==> src/rtl/aes_pkg.sv <==
// Shared constants, controller state encoding and GF(2^8) helper for the AES-128
// key schedule controller.
package aes_pkg;

  localparam int unsigned AES_NR = 10;

  typedef enum logic [1:0] {
    StIdle,
    StLoad,
    StExpand,
    StFinish
  } ks_state_e;

  // Multiply by x in GF(2^8), reducing by the AES polynomial on overflow.
  function automatic logic [7:0] xtime(input logic [7:0] b);
    return {b[6:0], 1'b0} ^ (b[7] ? 8'h1b : 8'h00);
  endfunction

endpackage

==> src/rtl/aes_rcon_gen.sv <==
// Round-constant byte generator: restarts at 01 on load and doubles in GF(2^8) on
// each advance.
module aes_rcon_gen
  import aes_pkg::*;
(
  input  logic       clk,
  input  logic       rst,
  input  logic       load,
  input  logic       advance,
  output logic [7:0] rcon
);

  always_ff @(posedge clk or posedge rst) begin
    if (rst) begin
      rcon <= 8'h00;
    end else if (load) begin
      rcon <= 8'h01;
    end else if (advance) begin
      rcon <= xtime(rcon);
    end
  end

endmodule

==> src/rtl/aes_key_sched_ctrl.sv <==
// AES-128 key schedule controller: sequences an external one-round-per-clock expansion
// datapath and captures all round keys into a readable store.
module aes_key_sched_ctrl #(
  parameter int unsigned AES_NR = aes_pkg::AES_NR
) (
  input  logic         clk,
  input  logic         rst,
  input  logic         start,
  input  logic [127:0] key_in,
  output logic         busy,
  output logic         key_valid,
  output logic         done,
  output logic         kx_load_enable,
  output logic [127:0] kx_key_in,
  output logic [31:0]  kx_rcon,
  input  logic [127:0] kx_key_out,
  input  logic [3:0]   rk_addr,
  output logic [127:0] rk_data
);
  import aes_pkg::*;

  localparam logic [3:0] LastRound = 4'(AES_NR);

  ks_state_e    state_q;
  logic [3:0]   round_q;
  logic [127:0] key_reg;
  logic [127:0] rk [AES_NR+1];
  logic [7:0]   rcon_byte;
  logic         rcon_load;
  logic         rcon_advance;

  assign rcon_load    = (state_q == StLoad);
  assign rcon_advance = (state_q == StExpand);

  aes_rcon_gen u_rcon_gen (
    .clk     (clk),
    .rst     (rst),
    .load    (rcon_load),
    .advance (rcon_advance),
    .rcon    (rcon_byte)
  );

  assign kx_key_in = key_reg;
  assign kx_rcon   = (state_q == StExpand) ? {rcon_byte, 24'h000000} : 32'h0;

  always_ff @(posedge clk or posedge rst) begin
    if (rst) begin
      state_q        <= StIdle;
      round_q        <= '0;
      key_reg        <= '0;
      busy           <= 1'b0;
      key_valid      <= 1'b0;
      done           <= 1'b0;
      kx_load_enable <= 1'b0;
    end else begin
      done           <= 1'b0;
      kx_load_enable <= 1'b0;
      unique case (state_q)
        StIdle: begin
          if (start) begin
            key_reg        <= key_in;
            key_valid      <= 1'b0;
            busy           <= 1'b1;
            kx_load_enable <= 1'b1;
            state_q        <= StLoad;
          end
        end
        StLoad: begin
          round_q <= 4'd1;
          state_q <= StExpand;
        end
        StExpand: begin
          // Counter holds at the last round rather than wrapping.
          if (round_q == LastRound) begin
            state_q <= StFinish;
          end else begin
            round_q <= round_q + 4'd1;
          end
        end
        StFinish: begin
          busy      <= 1'b0;
          key_valid <= 1'b1;
          done      <= 1'b1;
          round_q   <= '0;
          state_q   <= StIdle;
        end
        default: state_q <= StIdle;
      endcase
    end
  end

  // The datapath output lags the round counter by one, so round r stores key r-1.
  always_ff @(posedge clk or posedge rst) begin
    if (rst) begin
      for (int i = 0; i <= AES_NR; i++) begin
        rk[i] <= '0;
      end
    end else if (state_q == StExpand) begin
      rk[round_q - 4'd1] <= kx_key_out;
    end else if (state_q == StFinish) begin
      rk[AES_NR] <= kx_key_out;
    end
  end

  always_comb begin
    rk_data = '0;
    if (rk_addr <= LastRound) begin
      rk_data = rk[rk_addr];
    end
  end

endmodule
==> config.mk <==
export PLATFORM = sky130hd
export DESIGN_NAME = aes_key_sched_ctrl
export DESIGN_NICKNAME = d
export VERILOG_FILES = /design/src/rtl/aes_pkg.sv /design/src/rtl/aes_rcon_gen.sv /design/src/rtl/aes_key_sched_ctrl.sv
export SDC_FILE = /design/constraint.sdc
export NUM_CORES = 2
export LEC_CHECK = 0
export CAP_MARGIN = 20
export CORE_UTILIZATION = 45
export DETAILED_ROUTE_END_ITERATION = 6
export GPL_ROUTABILITY_DRIVEN = 0
export MAX_ROUTING_LAYER = met4
export PLACE_DENSITY_LB_ADDON = 0.1
export SETUP_SLACK_MARGIN = 0.3
export SYNTH_ARGS = -nofsm -noshare
export SYNTH_HDL_FRONTEND = slang
export SYNTH_SLANG_ARGS = --single-unit
export TNS_END_PERCENT = 20
==> constraint.sdc <==
create_clock -name clk -period 148.4 [get_ports clk]
set_clock_uncertainty 0.2 [all_clocks]
set_input_delay 22.26 -clock clk [delete_from_list [all_inputs] [get_ports clk]]
set_output_delay 22.26 -clock clk [all_outputs]
set_load 0.02 [all_outputs]
**Close-up of the layout**

The bar under the picture is 10 µm long. Window x 86 to 111, y 86 to 111 µm. Cells in grey, sequential cells in the stronger grey; small squares are vias.
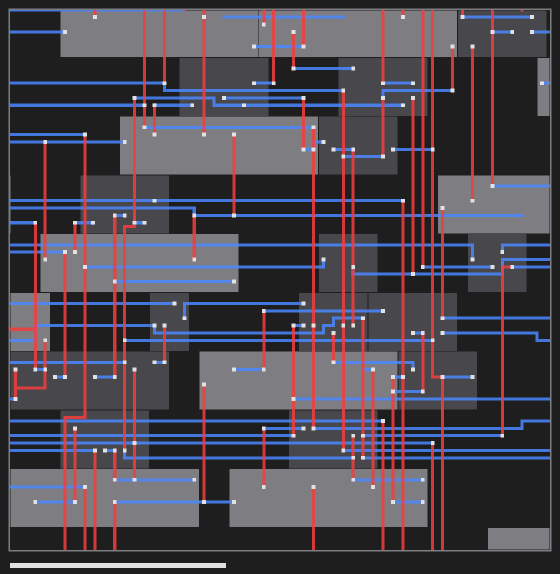
layer	colour
metal 2	red
metal 1	blue
sequential cells in the window	8
netlist names of flops here include	`rk` (8)
most frequent	dfrtp_1 (8), mux2_2 (7)
cells with their middle in the window	22

**Routing congestion map**

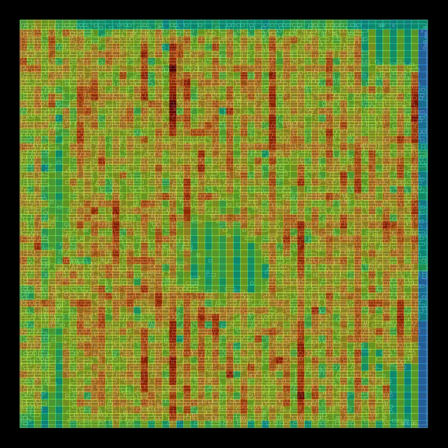
met2 Track Usage GR: 0.382
global-route track usage on met1: 0.336
Tot GR Track Use: 0.246
final core utilization: 0.536

==> impl_metrics.py <==
# Generated from Yosys and OpenROAD reports
metrics = {
    "flow_run": {
        "warnings": 62,
    },
    "cells_and_area": {
        "seq_area_um2": 38900,
        "area_growth_pct": 17.7,
        "comb_area_frac": 0.349,
        "stdcell_area_um2": 81900,
        "sh_seq_area": 0.475,
        "nFillCells": 12900,
        "logic_gate_count": 2817,
        "antennaDiodeCount": 15,
        "buf_share": 0.0744,
    },
    "worst_setup_path": {
        "crit_start": "rk_addr[0]",
        "cp_data_required_time_ps": 125940,
        "cpPeakStageDelay_ps": 890,
        "cp-start-kind": "input pin",
        "endpoint_kind": "primary output",
        "r2r_start": "state_q[0]$_DFFE_PP0P_",
    },
    "floorplanning": {
        "chipArea_um2": 156000,
        "num_rows": 143,
        "die_y_um": 395,
        "die_w_um": 395,
    },
    "final_timing": {
        "relSlewSlack": 0.282,
        "min_period_ps": 50220,
        "fmax_mhz": 19.9,
        "worst_pin_slew_ps": 1080,
        "setup_viol": 0,
    },
    "worst_hold_path": {
        "hold_class": "reg -> reg",
        "hold_depth": 1,
    },
    "clock_tree": {
        "htreeDepth": 4,
        "cts_buffer_depth": 3,
        "ctsHoldBuffers": 0,
        "cts-root-buf": "clkbuf_16",
        "cts_tree": "done",
    },
    "synthesis": {
        "avgSynthCellArea_um2": 14.3,
        "yosys_cells": 4862,
        "ys_ff": 1554,
        "synth_top_area_share": 0.559,
        "ys_sh_xor": 0.000377,
        "syn_area_um2": 69600,
        "ys_seq_share": 0.559,
        "adder_share": 0.00198,
    },
    "placed_design": {
        "place_hpwl_um": 103000,
        "dp_worst_setup_slack_ps": 98100,
    },
    "detailed_routing": {
        "drt.antenna.violating_nets": 0,
        "highest_layer": "met4",
        "vias_per_cell": 5.68,
        "wl_um": 185000,
    },
    "outcome": {
        "status": "finished, final reports clean",
    },
    "power": {
        "irDropWorstVdd_mv": 0.0158,
        "total_power_mw": 1.59,
    },
}
**Port wiring**

The bar under the picture is 100 µm long.
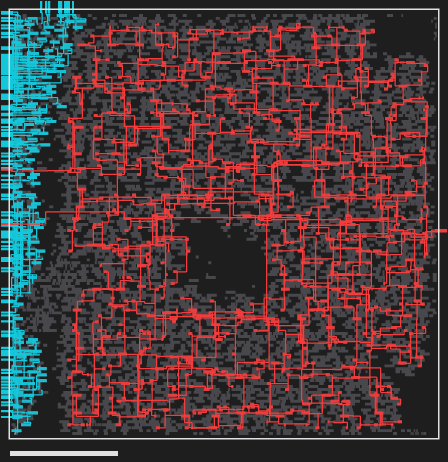
port	colour	bits	direction	end cells	buffers	wire
`kx_key_in`	cyan	128	output	128	128	5510 µm
`rk_addr`	red	4	input	806	19	18300 µm
io pins: 555
port bufs: 530

**Register map, names as in the netlist**

The bar under the picture is 100 µm long. Other sequential cells in the stronger grey, the rest of the logic in the fainter grey.
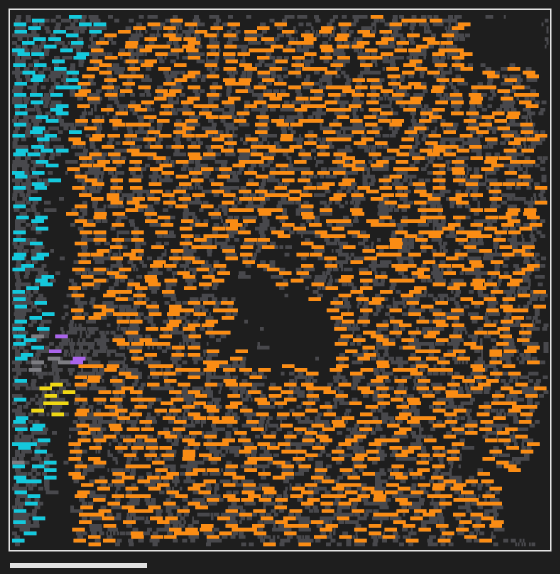
name in the netlist	colour	placed flops
`kx_key_in`	cyan	128
`rk`	orange	1408
`round_q`	purple	4
`u_rcon_gen.rcon`	yellow	8
not coloured	6

[power by group]
group	internal (mW)	switching, mW
combinational	0.268	0.194
sequential	0.606	0.0882
clock	0.258	0.174
total	1.13	0.456
[synthesized netlist by cell type (all sizes together) (2+ instances only)]
master  instances
nor2b           4
inv            15
mux2i         355
and3            2
and3b           2
nor2          141
mux4          128
and2            9
nand2          16
o21bai          2
nand2b          3
xnor2           3
a221oi         97
o21ai         229
a31oi          33
o221ai         31
o22ai           8
buf           259
nand3b          2
a22o            3
ha             11
dfrtp        1554
clkbuf        240
o22a            2
mux2         1566
nand3           2
a21oi         133
[registers in the layout, indices dropped and copies added (netlist names)]
name	count
kx_load_enable	1
key_valid	1
rk	1408
u_rcon_gen.rcon	8
state_q	2
kx_key_in	128
busy	1
done	1
round_q	4
Power is estimated from default activity; no workload was simulated.
